### config.mk
export PLATFORM = sky130hd
export DESIGN_NAME = uart_bridge_flat
export DESIGN_NICKNAME = d
export VERILOG_FILES = /design/src/rtl/uart_bridge_if.sv /design/src/rtl/uart_bridge.sv /design/src/flat_wrapper.sv
export SDC_FILE = /design/constraint.sdc
export NUM_CORES = 1
export LEC_CHECK = 0
export ABC_AREA = 1
export CORE_ASPECT_RATIO = 1.75
export CORE_MARGIN = 1
export CORE_UTILIZATION = 55
export CTS_CLUSTER_SIZE = 10
export DETAILED_ROUTE_END_ITERATION = 16
export PLACE_DENSITY_LB_ADDON = 0.25
export SKIP_CTS_REPAIR_TIMING = 1
export SLEW_MARGIN = 20
export SYNTH_ARGS = -nofsm -noshare
export SYNTH_HDL_FRONTEND = slang
export SYNTH_SLANG_ARGS = --single-unit
export TNS_END_PERCENT = 1
### constraint.sdc
create_clock -name CLK -period 2.2 [get_ports CLK]
set_input_delay 0.55 -clock CLK [delete_from_list [all_inputs] [get_ports CLK]]
set_output_delay 0.55 -clock CLK [all_outputs]
set_load 0.005 [all_outputs]
### src/rtl/uart_bridge_if.sv
// CPU-side UART parallel handshake: read/write strobes, status flags and the
// low byte of the shared data bus.
interface uart_bridge_if;
    logic       rdn;
    logic       wrn;
    logic [7:0] bus_data_i;
    logic [7:0] bus_data_o;
    logic       bus_data_oe;
    logic       data_ready;
    logic       tbre;
    logic       tsre;

    modport master (
        output rdn, wrn, bus_data_i,
        input  bus_data_o, bus_data_oe, data_ready, tbre, tsre
    );

    modport slave (
        input  rdn, wrn, bus_data_i,
        output bus_data_o, bus_data_oe, data_ready, tbre, tsre
    );
endinterface

### src/rtl/uart_bridge.sv
// Device-side UART responder: CPU writes become 8N1 frames on txd, frames
// received on rxd land in a one-byte buffer the CPU reads back.
module uart_bridge #(
    parameter int CLKS_PER_BIT = 434
) (
    input  logic           CLK,
    input  logic           RST,
    uart_bridge_if.slave   bus,
    input  logic           rxd,
    output logic           txd,
    output logic           rx_overrun,
    output logic           rx_frame_err
);
    localparam int CW = $clog2(CLKS_PER_BIT);
    localparam logic [CW-1:0] LAST = CW'(CLKS_PER_BIT - 1);
    localparam logic [CW-1:0] HALF = CW'(CLKS_PER_BIT / 2);

    typedef enum logic [1:0] {ST_IDLE = 2'd0, ST_START = 2'd1, ST_DATA = 2'd2, ST_STOP = 2'd3} state_e;

    // Sync chains: bit0 = s1, bit1 = s2, bit2 = edge flop s3
    logic [2:0]    rdn_sync_q, rdn_sync_d, wrn_sync_q, wrn_sync_d, rxd_sync_q, rxd_sync_d;
    logic [23:0]   wdat_q, wdat_d;
    logic [7:0]    hold_q, hold_d, tx_sh_q, tx_sh_d, rx_sh_q, rx_sh_d, rx_buf_q, rx_buf_d;
    logic          tbre_q, tbre_d, tsre_q, tsre_d, txd_q, txd_d;
    logic          data_ready_q, data_ready_d, oe_q, oe_d, ovr_q, ovr_d, ferr_q, ferr_d;
    state_e        tx_state_q, tx_state_d, rx_state_q, rx_state_d;
    logic [CW-1:0] tx_cnt_q, tx_cnt_d, rx_cnt_q, rx_cnt_d;
    logic [2:0]    tx_bit_q, tx_bit_d, rx_bit_q, rx_bit_d;
    logic          wr_acc_s, rd_clr_s, rx_fall_s, rx_bit_s, rx_done_s, tx_load_s;

    assign wr_acc_s  = wrn_sync_q[1] & ~wrn_sync_q[2];
    assign rd_clr_s  = rdn_sync_q[1] & ~rdn_sync_q[2];
    assign rx_fall_s = ~rxd_sync_q[1] & rxd_sync_q[2];
    assign rx_bit_s  = rxd_sync_q[1];

    // Next-state logic for synchronizers, write/read paths, TX and RX FSMs
    always_comb begin
        rdn_sync_d   = {rdn_sync_q[1:0], bus.rdn};
        wrn_sync_d   = {wrn_sync_q[1:0], bus.wrn};
        rxd_sync_d   = {rxd_sync_q[1:0], rxd};
        wdat_d       = {wdat_q[15:0], bus.bus_data_i};
        hold_d       = hold_q;
        tbre_d       = tbre_q;
        tsre_d       = tsre_q;
        txd_d        = txd_q;
        tx_sh_d      = tx_sh_q;
        tx_state_d   = tx_state_q;
        tx_cnt_d     = tx_cnt_q;
        tx_bit_d     = tx_bit_q;
        rx_sh_d      = rx_sh_q;
        rx_buf_d     = rx_buf_q;
        rx_state_d   = rx_state_q;
        rx_cnt_d     = rx_cnt_q;
        rx_bit_d     = rx_bit_q;
        data_ready_d = data_ready_q;
        oe_d         = ~rdn_sync_q[1];
        ovr_d        = 1'b0;
        ferr_d       = 1'b0;
        rx_done_s    = 1'b0;
        tx_load_s    = 1'b0;

        // wdat_q[23:16] is the byte sampled in the last low cycle of wrn
        if (wr_acc_s && tbre_q) begin
            hold_d = wdat_q[23:16];
            tbre_d = 1'b0;
        end else begin
            hold_d = hold_q;
        end

        case (tx_state_q)
            ST_IDLE: begin
                txd_d = 1'b1;
                if (!tbre_q) begin
                    tx_load_s = 1'b1;
                end else begin
                    tx_load_s = 1'b0;
                end
            end
            ST_START: begin
                if (tx_cnt_q == LAST) begin
                    tx_cnt_d   = {CW{1'b0}};
                    tx_bit_d   = 3'd0;
                    txd_d      = tx_sh_q[0];
                    tx_state_d = ST_DATA;
                end else begin
                    tx_cnt_d = tx_cnt_q + CW'(1);
                end
            end
            ST_DATA: begin
                if (tx_cnt_q == LAST) begin
                    tx_cnt_d = {CW{1'b0}};
                    if (tx_bit_q == 3'd7) begin
                        txd_d      = 1'b1;
                        tx_state_d = ST_STOP;
                    end else begin
                        tx_sh_d  = {1'b0, tx_sh_q[7:1]};
                        txd_d    = tx_sh_q[1];
                        tx_bit_d = tx_bit_q + 3'd1;
                    end
                end else begin
                    tx_cnt_d = tx_cnt_q + CW'(1);
                end
            end
            ST_STOP: begin
                if (tx_cnt_q != LAST) begin
                    tx_cnt_d = tx_cnt_q + CW'(1);
                end else if (!tbre_q) begin
                    tx_load_s = 1'b1;
                end else begin
                    tsre_d     = 1'b1;
                    tx_state_d = ST_IDLE;
                end
            end
            default: begin
                txd_d      = 1'b1;
                tx_state_d = ST_IDLE;
            end
        endcase

        // Shared by IDLE start-up and the gapless STOP-to-START reload
        if (tx_load_s) begin
            tx_sh_d    = hold_q;
            tbre_d     = 1'b1;
            tsre_d     = 1'b0;
            txd_d      = 1'b0;
            tx_cnt_d   = {CW{1'b0}};
            tx_state_d = ST_START;
        end else begin
            tx_sh_d = tx_sh_d;
        end

        case (rx_state_q)
            ST_IDLE: begin
                rx_cnt_d = {CW{1'b0}};
                if (rx_fall_s) begin
                    rx_state_d = ST_START;
                end else begin
                    rx_state_d = ST_IDLE;
                end
            end
            ST_START: begin
                if (rx_cnt_q == HALF) begin
                    rx_cnt_d   = {CW{1'b0}};
                    rx_bit_d   = 3'd0;
                    rx_state_d = rx_bit_s ? ST_IDLE : ST_DATA;
                end else begin
                    rx_cnt_d = rx_cnt_q + CW'(1);
                end
            end
            ST_DATA: begin
                if (rx_cnt_q == LAST) begin
                    rx_cnt_d = {CW{1'b0}};
                    rx_sh_d  = {rx_bit_s, rx_sh_q[7:1]};
                    rx_bit_d = rx_bit_q + 3'd1;
                    if (rx_bit_q == 3'd7) begin
                        rx_state_d = ST_STOP;
                    end else begin
                        rx_state_d = ST_DATA;
                    end
                end else begin
                    rx_cnt_d = rx_cnt_q + CW'(1);
                end
            end
            ST_STOP: begin
                if (rx_cnt_q == LAST) begin
                    rx_state_d = ST_IDLE;
                    if (rx_bit_s) begin
                        rx_buf_d  = rx_sh_q;
                        rx_done_s = 1'b1;
                    end else begin
                        ferr_d = 1'b1;
                    end
                end else begin
                    rx_cnt_d = rx_cnt_q + CW'(1);
                end
            end
            default: begin
                rx_state_d = ST_IDLE;
            end
        endcase

        // A completing byte beats a same-cycle read clear and suppresses overrun
        if (rx_done_s) begin
            data_ready_d = 1'b1;
            ovr_d        = data_ready_q & ~rd_clr_s;
        end else if (rd_clr_s) begin
            data_ready_d = 1'b0;
        end else begin
            data_ready_d = data_ready_q;
        end
    end

    // State and output registers
    always_ff @(posedge CLK or negedge RST) begin
        if (!RST) begin
            rdn_sync_q   <= 3'b111;
            wrn_sync_q   <= 3'b111;
            rxd_sync_q   <= 3'b111;
            wdat_q       <= 24'd0;
            hold_q       <= 8'd0;
            tbre_q       <= 1'b1;
            tsre_q       <= 1'b1;
            txd_q        <= 1'b1;
            tx_sh_q      <= 8'd0;
            tx_state_q   <= ST_IDLE;
            tx_cnt_q     <= {CW{1'b0}};
            tx_bit_q     <= 3'd0;
            rx_sh_q      <= 8'd0;
            rx_buf_q     <= 8'd0;
            rx_state_q   <= ST_IDLE;
            rx_cnt_q     <= {CW{1'b0}};
            rx_bit_q     <= 3'd0;
            data_ready_q <= 1'b0;
            oe_q         <= 1'b0;
            ovr_q        <= 1'b0;
            ferr_q       <= 1'b0;
        end else begin
            rdn_sync_q   <= rdn_sync_d;
            wrn_sync_q   <= wrn_sync_d;
            rxd_sync_q   <= rxd_sync_d;
            wdat_q       <= wdat_d;
            hold_q       <= hold_d;
            tbre_q       <= tbre_d;
            tsre_q       <= tsre_d;
            txd_q        <= txd_d;
            tx_sh_q      <= tx_sh_d;
            tx_state_q   <= tx_state_d;
            tx_cnt_q     <= tx_cnt_d;
            tx_bit_q     <= tx_bit_d;
            rx_sh_q      <= rx_sh_d;
            rx_buf_q     <= rx_buf_d;
            rx_state_q   <= rx_state_d;
            rx_cnt_q     <= rx_cnt_d;
            rx_bit_q     <= rx_bit_d;
            data_ready_q <= data_ready_d;
            oe_q         <= oe_d;
            ovr_q        <= ovr_d;
            ferr_q       <= ferr_d;
        end
    end

    assign txd             = txd_q;
    assign rx_overrun      = ovr_q;
    assign rx_frame_err    = ferr_q;
    assign bus.bus_data_o  = rx_buf_q;
    assign bus.bus_data_oe = oe_q;
    assign bus.data_ready  = data_ready_q;
    assign bus.tbre        = tbre_q;
    assign bus.tsre        = tsre_q;
endmodule

### src/flat_wrapper.sv
// flat-port wrapper written by rule: the top's interface ports become plain ports
module uart_bridge_flat 
#(
    parameter int CLKS_PER_BIT = 434
)
  (CLK, RST, rxd, txd, rx_overrun, rx_frame_err, bus_rdn, bus_wrn, bus_bus_data_i, bus_bus_data_o, bus_bus_data_oe, bus_data_ready, bus_tbre, bus_tsre);
  uart_bridge_if bus_i ();
  input  logic CLK;
  input  logic RST;
  input  logic rxd;
  output logic txd;
  output logic rx_overrun;
  output logic rx_frame_err;
  input wire logic [$bits(bus_i.rdn)-1:0] bus_rdn;
  input wire logic [$bits(bus_i.wrn)-1:0] bus_wrn;
  input wire logic [$bits(bus_i.bus_data_i)-1:0] bus_bus_data_i;
  output wire logic [$bits(bus_i.bus_data_o)-1:0] bus_bus_data_o;
  output wire logic [$bits(bus_i.bus_data_oe)-1:0] bus_bus_data_oe;
  output wire logic [$bits(bus_i.data_ready)-1:0] bus_data_ready;
  output wire logic [$bits(bus_i.tbre)-1:0] bus_tbre;
  output wire logic [$bits(bus_i.tsre)-1:0] bus_tsre;
  assign bus_i.rdn = bus_rdn;
  assign bus_i.wrn = bus_wrn;
  assign bus_i.bus_data_i = bus_bus_data_i;
  assign bus_bus_data_o = bus_i.bus_data_o;
  assign bus_bus_data_oe = bus_i.bus_data_oe;
  assign bus_data_ready = bus_i.data_ready;
  assign bus_tbre = bus_i.tbre;
  assign bus_tsre = bus_i.tsre;
  uart_bridge #(.CLKS_PER_BIT(CLKS_PER_BIT)) u_core (.CLK(CLK), .RST(RST), .bus(bus_i), .rxd(rxd), .txd(txd), .rx_overrun(rx_overrun), .rx_frame_err(rx_frame_err));
endmodule
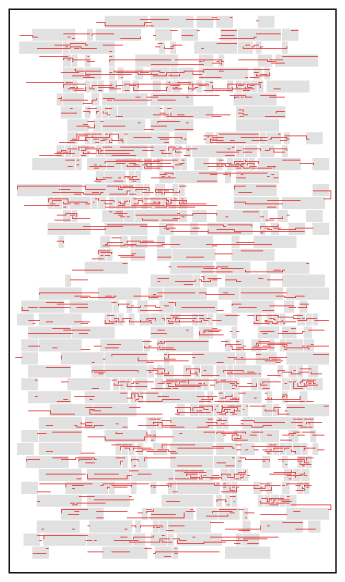
run_1/met1.png
Cells faint in the background.
wire length on this layer: 2910 um
longest straight run: 17.5 um
routed vias: 2892
WL final: 6990 um
GR Util met1: 0.235

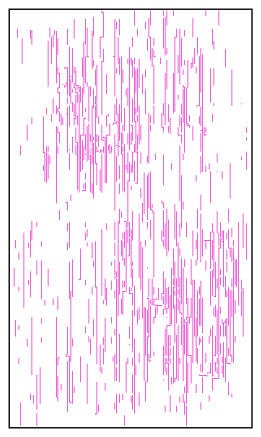
run_1/met2.png
nets with wire on the layer: 412
share of all routed wire: 54%
wire length on this layer: 3750 um
main direction: vertical
longest straight run: 33.3 um
met2 Use GR: 0.340

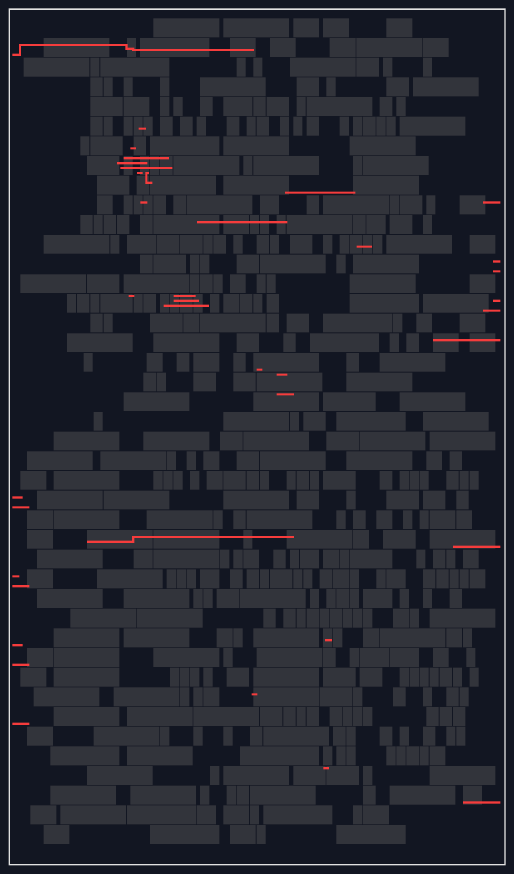
run_1/met3.png
Cells faint in the background.
nets with wire on the layer: 28
share of all routed wire: 2.3%
GR Util met3: 0.0378

## run 1: path summary, 6_finish.rpt
path	start	endpoint	slack [ps]	cells past startpoint
min in group CLK	u_core.wdat_q[11]$_DFF_PN0_	u_core.wdat_q[19]$_DFF_PN0_	350	0
max in group asynchronous	RST	u_core.rxd_sync_q[0]$_DFF_PN1_	1460	2
min reg2reg	u_core.wdat_q[11]$_DFF_PN0_	u_core.wdat_q[19]$_DFF_PN0_	350	0
min	RST	u_core.tx_cnt_q[6]$_DFFE_PN0P_	130	1
max reg2reg	u_core.tx_bit_q[0]$_DFFE_PN0P_	u_core.tx_sh_q[1]$_DFFE_PN0P_	390	8
max	u_core.bus.tbre$_DFFE_PN1P_	bus_tbre	220	1
## run 1: cells in the mapped netlist (all sizes together)
| cell | instances | area [um2] |
|---|---|---|
| nand3 | 21 | 105 |
| inv | 51 | 191 |
| a22o | 2 | 17.5 |
| clkbuf | 2 | 7.51 |
| or2 | 2 | 12.5 |
| dfstp | 12 | 315 |
| a31o | 1 | 8.76 |
| buf | 3 | 36.3 |
| nand4 | 7 | 43.8 |
| clkinv | 1 | 8.76 |
| o21ai | 55 | 335 |
| nand3b | 1 | 7.51 |
| nor2 | 21 | 101 |
| a31oi | 1 | 6.26 |
| ha | 16 | 200 |
| a21oi | 12 | 60.1 |
| nand2 | 110 | 455 |
| xnor2 | 2 | 17.5 |
| nor3 | 5 | 40.0 |
| o22ai | 3 | 18.8 |
| o21bai | 1 | 7.51 |
| xor2 | 4 | 35.0 |
| dfrtp | 88 | 2200 |
## run 1: logic make-up after synthesis
group	count (synthesis)
simple gates	167
flops	100
compound gates	75
buf+inv	57
fa+ha+maj	16
xor+xnor	6
==> run summary, run 1 <==
run metrics: outcome=finished, final reports clean, sequential share of power=0.507, Synth logic family=simple AND/OR/NAND/NOR gates, clock transition at the registers of the reported paths=60 ps, PD cells=808 nW/um2, dpl ws=401 ps, met2 wire len=3750 um, Seq/Total Area, Yosys=0.595, first-pass GRT wire length=12200 um, Layout area overhead=16.0%, uppermost layer routed=met4, die span in x=68.3 um, Basic Gates by Area=0.181, register name with the most flops=u_core.wdat_q, Arr. time, crit path=1430 ps, fin. max-slew vios=0, ANT nets after route=0, inverters=52, max FFs per register=24, crit path buf inv count=1, Avg WL per Cell=12.7 um, Init Core Util=0.563, Switching Power=0.000995 W, Power Internal=0.00298 W, Longest Clk Path Bufs=2, Fin Setup TNS=0 ps, Final Hold Fails=0, Design Power=0.00397 W, Mapped Area=4230 um2, clock buf count=10, post-route cell area=4910 um2, port bufs=27, DRC violation total after the first TritonRoute iteration=152, Switching Fraction=0.251, Hold WS=130 ps, ao+oa area frac=0.107, CP max stage delay=590 ps, Inserted Diodes=0, initial antenna violation count=0, grt ovf=0, Post-DP Area=4620 um2, bufs w/o clock=32, share of layout cells above drive strength 1=0.153, CP delay by family, top=flip-flops, signal buffers share of area=0.0647, Synth warnings=0, Biggest consumer=registers, flop count=100, via/cell ratio=5.24, Clk. pwr=0.00154 W, combinational share of power=0.105, Peak Freq=505 MHz, DIE AREA=8070 um2, yosys adder share=0.0473, MUX area fraction=0, Largest regs=u_core.wdat_q (24), u_core.rx_cnt_q (9), u_core.tx_cnt_q (9), Max VDD drop=729 uV, Hold/Removal Path Class=in2async, Gate Area=1470 um2, met3 WL post-DR=162 um, cycle use final=0.900, RSZ-0062 raised after global routing=no, logic share of the area=0.300, yosys stat area=4230 um2, stage-log warning count=34, Slowest-stage cell, CP=dfstp_2, Critical Path Source Type=flip-flop
## Run 2: what changed since run 1
--- a/config.mk
+++ b/config.mk
@@ -13,7 +13,6 @@
 export DETAILED_ROUTE_END_ITERATION = 16
 export PLACE_DENSITY_LB_ADDON = 0.25
 export SKIP_CTS_REPAIR_TIMING = 1
-export SLEW_MARGIN = 20
 export SYNTH_ARGS = -nofsm -noshare
 export SYNTH_HDL_FRONTEND = slang
 export SYNTH_SLANG_ARGS = --single-unit
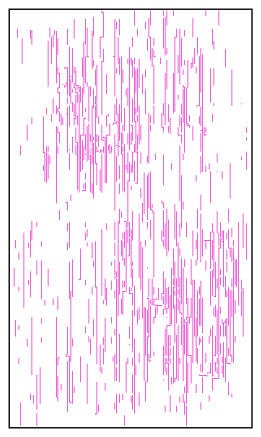
run_2/met2.png
wire length on this layer: 3750 um
longest straight run: 33.3 um
nets with wire on the layer: 412

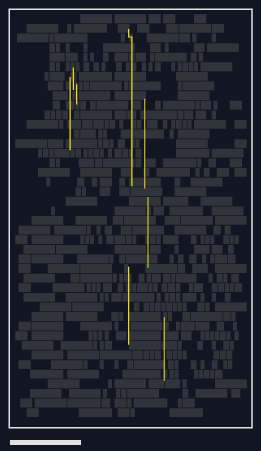
run_2/met4.png
Bar = 20 um. Cells faint in the background.
main direction: vertical
wire length on this layer: 161 um

==> run summary, run 2 <==
run metrics: WL final=6990 um (unchanged), Largest regs=u_core.wdat_q (24), u_core.rx_cnt_q (9), u_core.tx_cnt_q (9), EDFF count, synth=0 (unchanged), ANT nets after route=0 (unchanged), yosys stat area=4230 um2 (unchanged), post-route cell area=4910 um2 (unchanged), Final Hold Fails=0 (unchanged), Max VDD drop=729 uV (unchanged), CP max stage delay=590 ps (about the same), H-tree lvl count=3, Mapped Area=4230 um2 (unchanged), Peak Freq=505 MHz (unchanged), max FFs per register=24 (unchanged), register name with the most flops=u_core.wdat_q, Reg-to-Reg Start=u_core.tx_bit_q[0]$_DFFE_PN0P_, port bufs=27 (unchanged), DRC violation total after the first TritonRoute iteration=152 (unchanged), area share of the largest cell type after synthesis=0.520 (unchanged), via/cell ratio=5.24 (unchanged), fin. max-slew vios=0 (unchanged), Critical Path Start=u_core.bus.tbre$_DFFE_PN1P_, Hold/Removal Path Class=in2async, count of cell types in the netlist=34, Synth area leaders=dfrtp_1 52%, nand2_1 8.8%, dfstp_2 7.4%, die span in x=68.3 um (unchanged), endpoints failing setup=0, Layout Utilization=0.654, RSZ-0062 raised after global routing=no, initial antenna violation count=0 (unchanged), dpl ws=401 ps (unchanged), Layout area overhead=16.0% (unchanged), grt ovf=0 (unchanged), FFs w/ async S/R, synth=1.00 (unchanged), Slowest-stage cell, CP=dfstp_2, share of layout cells above drive strength 1=0.153 (unchanged), Init Core Util=0.563 (unchanged), Commonest flop=dfrtp_1, top cell type by total area after synthesis=dfrtp_1, stage-log warning count=34 (unchanged), CP delay by family, top=flip-flops, Die Y=118 um, Synth warnings=0 (unchanged), first-pass GRT wire length=12200 um (unchanged), PD cells=808 nW/um2 (unchanged), Longest Clk Path Bufs=2 (unchanged), most frequent cell after synthesis=nand2_1, outcome=finished, final reports clean, DIE AREA=8070 um2 (unchanged), Arr. time, crit path=1430 ps (about the same), RR Endpoint=u_core.tx_sh_q[1]$_DFFE_PN0P_, Placer Congestion=0.861, cycle use final=0.900 (unchanged), clk_lat worst skew=330 ps, Fin Setup TNS=0 ps (unchanged), Hold WS=130 ps (unchanged), routed vias=2892 (unchanged), top cells by count=99 x nand2_1, 88 x dfrtp_1, 50 x inv_1, R2R Setup Slk=390 ps (about the same), Inserted Diodes=0 (unchanged), Critical Path Source Type=flip-flop, drt pass-1 iters=4, clock transition at the registers of the reported paths=60 ps (about the same), r2r worst-path depth=8 (unchanged), Avg WL per Cell=12.7 um (unchanged)
==> run 2: worst max-delay path by stage <==
| stage | end | slack [ps] | cells past startpoint |
|---|---|---|---|
| after global routing | u_core.tx_sh_q[1]$_DFFE_PN0P_ | 140 | 10 |
| after CTS | bus_tbre | 200 | 1 |
| after global placement | u_core.tx_sh_q[5]$_DFFE_PN0P_ | 470 | 8 |
| final | bus_tbre | 220 | 1 |
| after detailed placement | u_core.tx_sh_q[1]$_DFFE_PN0P_ | 400 | 8 |
| after floorplan | u_core.tx_sh_q[2]$_DFFE_PN0P_ | 640 | 9 |
==> run 2: layout make-up <==
type / count / area, um2 / share of cell area
clock inverters: 6 / 65.1 / 0.0132
clock buffers: 10 / 229 / 0.0466
multi-input cells: 264 / 1470 / 0.300
flip-flops and latches: 100 / 2520 / 0.512
repair buffers: 32 / 318 / 0.0647
inverters: 52 / 200 / 0.0408
well taps: 88 / 110 / 0.0224
==> run 2: where the power goes <==
part / switching (W) / leakage, nW / internal, W
logic: 0.000274 / 0.915 / 0.000142
clock network: 0.000657 / 0.143 / 0.000884
registers: 0.0000642 / 1.27 / 0.00195
==> run 2: cells by family after synthesis <==
logic type | Yosys count | share of synthesized area
adder cells (fa/ha/maj) | 16 | 0.0473
XOR/XNOR | 6 | 0.0124
flip-flops | 100 | 0.595
buffers and inverters | 57 | 0.0576
AND/OR/NAND/NOR | 167 | 0.181
AND-OR/OR-AND | 75 | 0.107
==> run 2: layer usage <==
metal  global-route usage  wire [um]
met5                    0          0
met4               0.0938        161
met3               0.0378        162
met2                0.340       3750
met1                0.235       2910
==> run 2: through the flow <==
stage	cells	total power, W
2_1_floorplan	421	0.00231
3_3_place_gp	536	0.00244
3_5_place_dp	536	0.00247
4_1_cts	552	0.00402
5_1_grt	552	0.00417
6_report	552	0.00397
Power is estimated from default activity; no workload was simulated.
